**config.mk**
```make
export PLATFORM = sky130hd
export DESIGN_NAME = sram_mem_responder
export DESIGN_NICKNAME = d
export VERILOG_FILES = /design/src/rtl/arm_mem_pkg.sv /design/src/rtl/sram_wait_timer.sv /design/src/rtl/sram_mem_responder.sv
export SDC_FILE = /design/constraint.sdc
export NUM_CORES = 1
export LEC_CHECK = 0
export CORE_MARGIN = 3
export CORE_UTILIZATION = 24
export CTS_CLUSTER_DIAMETER = 100
export DETAILED_ROUTE_END_ITERATION = 8
export PLACE_DENSITY_LB_ADDON = 0.25
export SKIP_CTS_REPAIR_TIMING = 1
export SYNTH_ARGS = -nofsm -noshare
export SYNTH_HDL_FRONTEND = slang
export SYNTH_SLANG_ARGS = --single-unit
export TNS_END_PERCENT = 30
```
**constraint.sdc**
```tcl
create_clock -name clk -period 4.4 [get_ports clk]
set_input_delay 0.66 -clock clk [delete_from_list [all_inputs] [get_ports clk]]
set_output_delay 0.66 -clock clk [all_outputs]
set_load 0.01 [all_outputs]
```
**src/rtl/arm_mem_pkg.sv**
```systemverilog
// Shared definitions for the MEM-stage SRAM responder: FSM state encoding,
// default address map and external SRAM data width.
package arm_mem_pkg;

  typedef enum logic [1:0] {
    IDLE = 2'd0,
    LO   = 2'd1,
    HI   = 2'd2,
    DONE = 2'd3
  } mem_state_e;

  localparam logic [31:0] DEFAULT_BASE_ADDR = 32'd1024;
  localparam int unsigned SRAM_DW           = 16;

endpackage

```
**src/rtl/sram_wait_timer.sv**
```systemverilog
// Loadable down-counter timing one SRAM half-access window of
// WAIT_CYCLES+1 cycles. start_i reloads it; last_o marks the final cycle of
// the window and pre_last_o the cycle just before it.
module sram_wait_timer #(
  parameter int unsigned WAIT_CYCLES = 2
) (
  input  logic clk,
  input  logic rst,
  input  logic start_i,
  output logic last_o,
  output logic pre_last_o
);

  localparam logic [3:0] WAIT_L = 4'(WAIT_CYCLES);

  logic [3:0] cnt_q;

  // Reload on start, otherwise count down to zero and hold there.
  always_ff @(posedge clk or posedge rst) begin
    if (rst) begin
      cnt_q <= '0;
    end else if (start_i) begin
      cnt_q <= WAIT_L;
    end else if (cnt_q != '0) begin
      cnt_q <= cnt_q - 4'd1;
    end
  end

  assign last_o     = (cnt_q == 4'd0);
  assign pre_last_o = (cnt_q == 4'd1);

endmodule

```
**src/rtl/sram_mem_responder.sv**
```systemverilog
// MEM-stage data-memory responder: each 32-bit access is split into a low
// and a high 16-bit access on an external asynchronous SRAM. ready stays
// low while an access is in flight so the pipeline can freeze.
// Optional: define SRAM_MEM_RESPONDER_PERF_EN to add rd_count, wr_count and
// stall_count performance counters.
module sram_mem_responder
  import arm_mem_pkg::*;
#(
  parameter logic [31:0] BASE_ADDR   = DEFAULT_BASE_ADDR,
  parameter int unsigned WAIT_CYCLES = 2,
  parameter int unsigned SRAM_AW     = 18
) (
  input  logic               clk,
  input  logic               rst,
  input  logic               mem_r_en,
  input  logic               mem_w_en,
  input  logic [31:0]        address,
  input  logic [31:0]        write_data,
  output logic [31:0]        read_data,
  output logic               ready,
  output logic [SRAM_AW-1:0] sram_addr,
  output logic [SRAM_DW-1:0] sram_dq_out,
  input  logic [SRAM_DW-1:0] sram_dq_in,
  output logic               sram_dq_oe,
  output logic               sram_we_n
`ifdef SRAM_MEM_RESPONDER_PERF_EN
  ,
  output logic [31:0]        rd_count,
  output logic [31:0]        wr_count,
  output logic [31:0]        stall_count
`endif
);

  // With no wait states the single cycle of each half is also its last,
  // so the strobe is never raised on entry to a half.
  localparam logic STROBE_ON_ENTRY = (WAIT_CYCLES != 0);

  mem_state_e           state_q;
  logic                 op_wr_q;
  logic [SRAM_AW-2:0]   widx_q;
  logic [31:0]          wdata_q;
  logic [31:0]          read_data_q;
  logic [SRAM_AW-1:0]   sram_addr_q;
  logic [SRAM_DW-1:0]   dq_out_q;
  logic                 oe_q;
  logic                 we_n_q;

  logic                 req;
  logic [31:0]          offset;
  logic [SRAM_AW-2:0]   widx_in;
  logic                 unused_offset_bits;
  logic                 tmr_start;
  logic                 tmr_last;
  logic                 tmr_pre_last;

  assign req                = mem_r_en | mem_w_en;
  assign offset             = address - BASE_ADDR;
  assign widx_in            = offset[SRAM_AW:2];
  assign unused_offset_bits = ^{offset[31:SRAM_AW+1], offset[1:0]};

  // One timer serves both halves: reload on entry to LO and to HI.
  assign tmr_start = ((state_q == IDLE) & req) | ((state_q == LO) & tmr_last);

  sram_wait_timer #(
    .WAIT_CYCLES(WAIT_CYCLES)
  ) u_timer (
    .clk       (clk),
    .rst       (rst),
    .start_i   (tmr_start),
    .last_o    (tmr_last),
    .pre_last_o(tmr_pre_last)
  );

  // Access sequencer; SRAM pins are registered one cycle ahead, so the write
  // strobe for the next cycle is decided from whether that cycle is the last.
  always_ff @(posedge clk or posedge rst) begin
    if (rst) begin
      state_q     <= IDLE;
      op_wr_q     <= 1'b0;
      widx_q      <= '0;
      wdata_q     <= '0;
      read_data_q <= '0;
      sram_addr_q <= '0;
      dq_out_q    <= '0;
      oe_q        <= 1'b0;
      we_n_q      <= 1'b1;
    end else begin
      case (state_q)
        IDLE: begin
          if (req) begin
            op_wr_q     <= mem_w_en;
            widx_q      <= widx_in;
            wdata_q     <= write_data;
            sram_addr_q <= {widx_in, 1'b0};
            dq_out_q    <= write_data[15:0];
            oe_q        <= mem_w_en & STROBE_ON_ENTRY;
            we_n_q      <= ~(mem_w_en & STROBE_ON_ENTRY);
            state_q     <= LO;
          end
        end
        LO: begin
          if (tmr_last) begin
            if (!op_wr_q) read_data_q[15:0] <= sram_dq_in;
            sram_addr_q <= {widx_q, 1'b1};
            dq_out_q    <= wdata_q[31:16];
            oe_q        <= op_wr_q & STROBE_ON_ENTRY;
            we_n_q      <= ~(op_wr_q & STROBE_ON_ENTRY);
            state_q     <= HI;
          end else begin
            oe_q   <= op_wr_q & ~tmr_pre_last;
            we_n_q <= ~(op_wr_q & ~tmr_pre_last);
          end
        end
        HI: begin
          if (tmr_last) begin
            if (!op_wr_q) read_data_q[31:16] <= sram_dq_in;
            oe_q    <= 1'b0;
            we_n_q  <= 1'b1;
            state_q <= DONE;
          end else begin
            oe_q   <= op_wr_q & ~tmr_pre_last;
            we_n_q <= ~(op_wr_q & ~tmr_pre_last);
          end
        end
        DONE: begin
          state_q <= IDLE;
        end
        default: begin
          state_q <= IDLE;
        end
      endcase
    end
  end

  assign ready       = ((state_q == IDLE) & ~req) | (state_q == DONE);
  assign read_data   = read_data_q;
  assign sram_addr   = sram_addr_q;
  assign sram_dq_out = dq_out_q;
  assign sram_dq_oe  = oe_q;
  assign sram_we_n   = we_n_q;

`ifdef SRAM_MEM_RESPONDER_PERF_EN
  logic [31:0] rd_count_q;
  logic [31:0] wr_count_q;
  logic [31:0] stall_count_q;

  // Completed-access and stall-cycle counters, free-running with wrap.
  always_ff @(posedge clk or posedge rst) begin
    if (rst) begin
      rd_count_q    <= '0;
      wr_count_q    <= '0;
      stall_count_q <= '0;
    end else begin
      if (state_q == DONE && !op_wr_q) rd_count_q <= rd_count_q + 32'd1;
      if (state_q == DONE && op_wr_q)  wr_count_q <= wr_count_q + 32'd1;
      if (!ready)                      stall_count_q <= stall_count_q + 32'd1;
    end
  end

  assign rd_count    = rd_count_q;
  assign wr_count    = wr_count_q;
  assign stall_count = stall_count_q;
`endif

endmodule

```
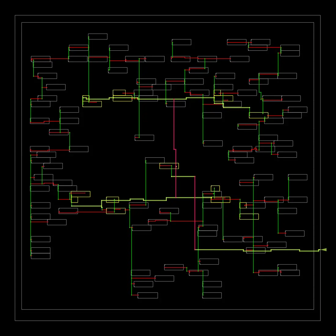
Run 1: clock wiring as the flow saved it
flop count: 108
total CTS buffers: 9
Sink Count: 108

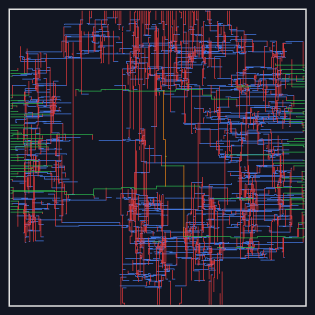
Run 1: wiring by layer
(2 px per um)
green -> metal 3  # wire length 968 um
blue -> metal 1  # wire length 5290 um
orange -> metal 4  # wire length 83.9 um
red -> metal 2  # wire length 6160 um
final wirelength: 12500 um
GRT Total Usage: 0.119
WL per Instance: 14.8 um
Vias: 3623

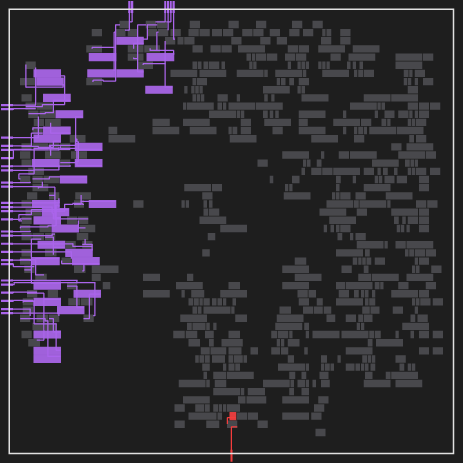
Run 1: I/O nets highlighted
(3 px per um)
purple -> read_data  # bits 32, direction output, edge 26 west, 6 north, end cells 32, buffers 32, wire 1080 um
red -> ready  # bits 1, direction output, edge south, end cells 1, buffers 1, wire 15.0 um
# IOs: 153
port bufs: 137

==> flow_summary.ini, run 1 <==
; generated from flow reports
[logic_synthesis]
synthCells = 439
synthTopCellsByCount = dfrtp_1, nand2_1, nor2_1
fp_nets = 532
ys_area_sq_um = 4810
synthFlopType = dfrtp_1
most_common_cell = dfrtp_1
synthAoiAreaFrac = 0.0803
ys_types = 49
async_flop_share = 1.00
edf_count = 0
area_leaders = dfrtp_1, nand2_1, mux2_4, mux2i_1, a21oi_1
ys_sh_simple = 0.141
top_area_frac = 0.556

[critical_path]
cp_num_cells = 5
worstSetupStartpoint = state_q[0]$_DFFE_PP0P_
cp_num_buf_inv = 2
crit_family = buffers and inverters
critPathCapture = ready
critPathKind = reg -> out
crit_arrival_ns = 2.46
critPathLaunchType = flop
crit_chain = inv_1 -> ha_1 -> nor3b_4 -> or2_2 -> clkdlybuf4s50_1
reg2reg_to = sram_addr[17]$_DFFE_PP0P_
worstPathRequired_ns = 3.74
rrSetupSlack_ns = 1.95
worst_path_largest_cell_delay_ns = 0.53

[placement]
placed_area_sq_um = 6490
dp.cells = 826
gp_congestion = 0.704
hpwl_um = 8580

[clock_network]
cts_tree = done
cts_buffer_depth = 2
htreeDepth = 3

[routing]
wl_met2_um = 6160
ant_nets = 0
remaining_drc_errors = 0
first_pass_iters = 4
highest_layer = met4
drt-met1-wl_um = 5290
viasPerCell = 4.30
met3WireLength_um = 968

[power_and_ir_drop]
pg_clk_w = 0.000820
swShare = 0.365
clkPwrFrac = 0.166
power_leader = combinational logic
vdd_ir_drop_max_mv = 0.314
p_seq_frac = 0.363
power.switching_w = 0.00180
power_w = 0.00494

[final_timing]
period_used_share = 0.709
slew_headroom = 0.453
max_freq_mhz = 320
worst_clock_skew_ns = 0.0134

[cells_and_area]
finalCoreUtilization = 0.347
stdcell_count = 842
n_antenna_cell = 0
fill_cells = 1964
drive_gt1_frac = 0.116
layout_top_cell = clkdlybuf4s50_1
syn_to_final_growth_pct = 41.1
fin_nets = 665

[worst_hold_path]
whs_path_depth = 2
worstHoldStart = widx_q[11]$_DFFE_PP0P_

[floorplan]
die-area_sq_um = 21800
die_h_um = 148
initCoreUtil = 0.246
die-width_um = 148
rows = 51

[job]
drv_cap = 0
warning_count = 47

[status]
outcome = finished, final reports clean
run 1: final cells by class:
cell class,count,area [sq um],area share
clock buffer,9,225,0.0332
clock inverter,7,78.8,0.0116
inverter,12,47.5,0.00700
multi-input combinational,298,1990,0.293
sequential,108,2700,0.398
tap,265,332,0.0488
timing repair buffer,143,1420,0.209
run 1: metal layers:
| metal | track usage | vias to the layer above |
|---|---|---|
| met5 | 0 | - |
| met4 | 0.0233 | 0 |
| met3 | 0.0478 | 5 |
| met2 | 0.206 | 114 |
| met1 | 0.140 | 1751 |
| li1 | - | 1753 |
run 1: sequential cells by signal, summed over array words and instances (netlist names):
name and count:
widx_q 17, sram_dq_oe 1, u_timer.cnt_q 4, sram_addr 18, read_data 32, state_q 2, sram_we_n 1, sram_dq_out 16
wdata_q 16, op_wr_q 1
--- run 2 (diff from run 1) ---
==> constraint.sdc (replaced) <==
create_clock -name clk -period 2.8 [get_ports clk]
set_input_delay 0.42 -clock clk [delete_from_list [all_inputs] [get_ports clk]]
set_output_delay 0.42 -clock clk [all_outputs]
set_load 0.01 [all_outputs]
==> run 2 against run 1 <==
Clock skew rose by 0.00051 ns. Clock power rose by 61%. Sequential power grew 58%. Sequential share of layout area shrank 0.53 points. Flip-flop count unchanged. Clock-buffer cell count is the same. Setup slack got worse by 1.0 ns. Routed wire length shrank 2.7%. Largest cell class unchanged.
==> flow_summary.ini, run 2 <==
; generated from flow reports
[status]
outcome = finished, final reports clean

[job]
drv_cap = 0
warning_count = 47

[floorplan]
die_h_um = 148
ioPinCount = 153
die-width_um = 148
rows = 51
initCoreUtil = 0.246
die-area_sq_um = 21800

[cells_and_area]
fin_nets = 671
lay_top_cells = clkdlybuf4s50_1, dfrtp_1, nand2_1, nor2_1, a21oi_1
layout_top_cell = clkdlybuf4s50_1
n_antenna_cell = 0
drive_gt1_frac = 0.125
largest_reg_flops = 32
syn_to_final_growth_pct = 43.0
fill_cells = 1985

[placement]
hpwl_um = 8440
pre_cts_ws_ns = 0.378
gp_congestion = 0.710
io_buffer_count = 137
placed_area_sq_um = 6570

[final_timing]
max_freq_mhz = 398
period_used_share = 0.898
finalHoldViolations = 0
slew_headroom = 0.509

[logic_synthesis]
synthFlopType = dfrtp_1
most_common_cell = dfrtp_1
top_area_frac = 0.556
ys_sh_simple = 0.141
synthCells = 439
ys_types = 49
area_leaders = dfrtp_1, nand2_1, mux2_4, mux2i_1, a21oi_1
edf_count = 0
async_flop_share = 1.00
ys_ff = 108
largest_area_cell = dfrtp_1
ys_area_sq_um = 4810
synthAoiAreaFrac = 0.0803
ys_sh_mux = 0.154
fp_nets = 532

[critical_path]
worstPathRequired_ns = 2.38
worstSetupStartpoint = state_q[0]$_DFFE_PP0P_
cp_num_cells = 5
crit_arrival_ns = 2.10
critPathCapture = ready
reg2reg_to = sram_addr[17]$_DFFE_PP0P_
worst_path_largest_cell_delay_ns = 0.52
rrSetupSlack_ns = 0.44
cp_num_buf_inv = 2
critPathKind = reg -> out
crit_family = buffers and inverters
crit_chain = inv_1 -> ha_1 -> nor3b_4 -> or2_2 -> clkdlybuf4s50_1

[routing]
wl_met2_um = 5800
drt-total-wl_um = 12200
drt-met1-wl_um = 5550
remaining_drc_errors = 0
first_pass_iters = 4
viasPerCell = 4.31
highest_layer = met4
ant_nets = 0
met3WireLength_um = 617
wl_per_cell_um = 14.3
vias = 3659

[global_route]
use_met3 = 0.0343
grt_use_total = 0.114
grt_busiest_layer = met2
use_met1 = 0.143
antenna_found_initial = 0
globalRouteOverflowTotal = 0

[worst_hold_path]
whs_path_depth = 2
worstHoldStart = widx_q[11]$_DFFE_PP0P_

[power_and_ir_drop]
power_w = 0.00785
vdd_ir_drop_max_mv = 0.434

[clock_network]
htreeDepth = 3
cts.sinks = 108
cts_buffer_depth = 2
cts_tree = done
numCtsBuffers = 9
==> run 2: metrics by stage <==
step,utilization,cells
floorplan,-,439
global route,0.351,848
finish,0.351,848
detailed placement,0.335,831
CTS,0.351,847
global placement,0.335,831
==> run 2: power breakdown <==
part           internal, W  total, W  switching, W
registers          0.00236   0.00282      0.000457
logic              0.00198   0.00371       0.00173
clock network     0.000709   0.00132      0.000615
total              0.00505   0.00785       0.00280
==> run 2: layout make-up <==
cell class / instances / area (sq um) / area share
clock inverter: 7 / 86.3 / 0.0125
inverter: 12 / 48.8 / 0.00709
tap: 265 / 332 / 0.0482
timing repair buffer: 149 / 1500 / 0.218
multi-input combinational: 298 / 1990 / 0.289
clock buffer: 9 / 225 / 0.0327
sequential: 108 / 2700 / 0.393
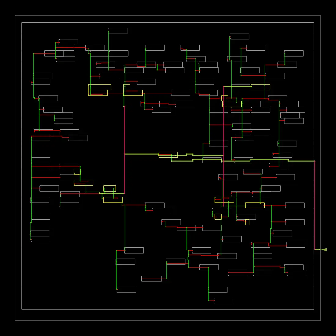
Run 2: clock wiring as the flow saved it
P_clk: 0.00132 W
worst skew pair latency: 0.35 ns
Clock Skews: 0.0139 ns

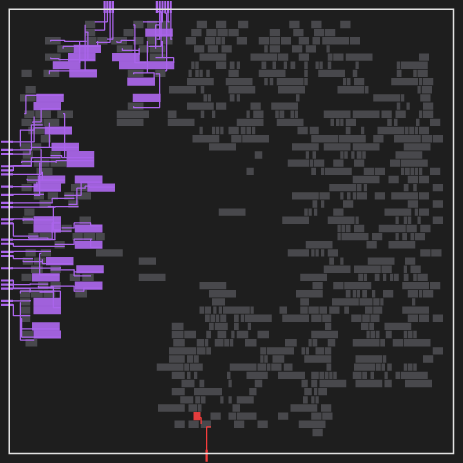
Run 2: I/O nets highlighted
(3 px per um)
red -> ready  # bits 1, direction output, edge south, end cells 1, buffers 1, wire 12.2 um
purple -> read_data  # bits 32, direction output, edge 22 west, 10 north, end cells 32, buffers 32, wire 1060 um

--- run 3 (diff from run 2) ---
--- a/config.mk
+++ b/config.mk
@@ -11,6 +11,7 @@
 export DETAILED_ROUTE_END_ITERATION = 8
 export PLACE_DENSITY_LB_ADDON = 0.25
 export SKIP_CTS_REPAIR_TIMING = 1
+export SKIP_LAST_GASP = 1
 export SYNTH_ARGS = -nofsm -noshare
 export SYNTH_HDL_FRONTEND = slang
 export SYNTH_SLANG_ARGS = --single-unit
==> run 3 against run 2 <==
Hold slack unchanged. Die size unchanged. Via count unchanged. Clock-buffer cell count unchanged. Routed wire length unchanged. Maximum frequency unchanged. Largest cell class unchanged. Sequential power about the same. Critical endpoint unchanged. Final cell count unchanged. Power unchanged. Design area unchanged. Core utilization unchanged.
==> flow_summary.ini, run 3 <==
; generated from flow reports
[status]
outcome = finished, final reports clean

[logic_synthesis]
top_area_frac = 0.556
async_flop_share = 1.00
area_leaders = dfrtp_1, nand2_1, mux2_4, mux2i_1, a21oi_1
edf_count = 0
ys_sh_simple = 0.141
synthCells = 439
synthAoiAreaFrac = 0.0803
fp_nets = 532
ys_ff = 108

[clock_network]
cts_buffer_depth = 2
cts_tree = done

[floorplan]
initCoreUtil = 0.246
rows = 51
ioPinCount = 153

[cells_and_area]
fill_cells = 1985
final-comb-area_sq_um = 1990
n_antenna_cell = 0
regArea_sq_um = 2700

[critical_path]
reg2reg_to = sram_addr[17]$_DFFE_PP0P_
crit_arrival_ns = 2.10
cp_num_cells = 5
critPathKind = reg -> out
rrSetupSlack_ns = 0.44
critPathCapture = ready

[placement]
dp.cells = 831
gp_congestion = 0.710

[global_route]
grt_busiest_layer = met2
grt_use_total = 0.114
use_met3 = 0.0343
use_met1 = 0.143

[routing]
wl_per_cell_um = 14.3
highest_layer = met4
remaining_drc_errors = 0
drt-total-wl_um = 12200
first_pass_iters = 4
vias = 3659

[power_and_ir_drop]
vdd_ir_drop_max_mv = 0.434
power_w = 0.00785

[final_timing]
worst_clock_skew_ns = 0.0139
slew_headroom = 0.509
## run 3: cell counts after synthesis
No cell type changed its count.
## run 3: area by class of cell
class,instances,area share
multi-input cells,298,0.289
flip-flops and latches,108,0.393
repair buffers,149,0.218
clock buffers,9,0.0327
well taps,265,0.0482
clock inverters,7,0.0125
inverters,12,0.00709
## run 3: power breakdown
| part | internal (W) | total [W] | switching (W) |
|---|---|---|---|
| combinational | 0.00198 | 0.00371 | 0.00173 |
| clock | 0.000709 | 0.00132 | 0.000615 |
| sequential | 0.00236 | 0.00282 | 0.000457 |
## run 3: stage by stage
step / hold WS [ns] / worst slack [ns]
3_5_place_dp: 0.457 / 0.378
4_1_cts: 0.477 / 0.0891
6_report: 0.476 / 0.285
3_3_place_gp: 0.457 / 0.414
2_1_floorplan: 0.441 / 0.699
5_1_grt: 0.504 / 0.131
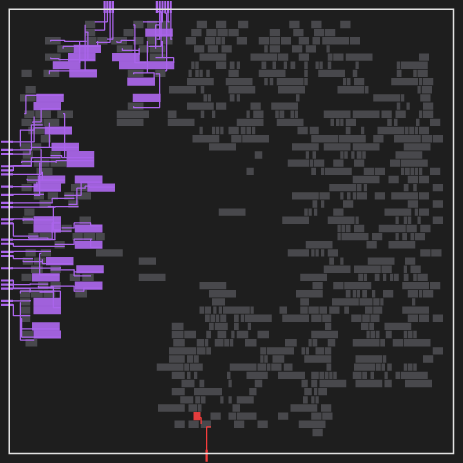
Run 3: I/O nets highlighted
(3 px per um)
purple -> read_data  # bits 32, direction output, edge 22 west, 10 north, end cells 32, buffers 32, wire 1060 um
red -> ready  # bits 1, direction output, edge south, end cells 1, buffers 1, wire 12.2 um

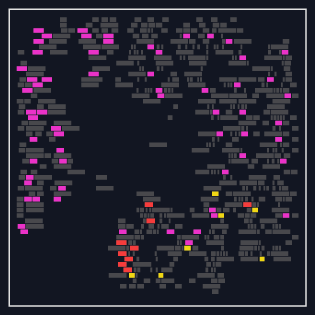
Run 3: logic cells by family
(2 px per um)
yellow -> non-inverting ao/oa cells  # cells 7
red -> fa/ha/maj cells  # cells 9, where south
magenta -> mux cells  # cells 62, where widely spread
most common logic cell in the routed design: clkdlybuf4s50_1
Final Non-Filler Cells: 848
fraction of area in multi-input gates: 0.289

Power and IR drop assume default switching activity.
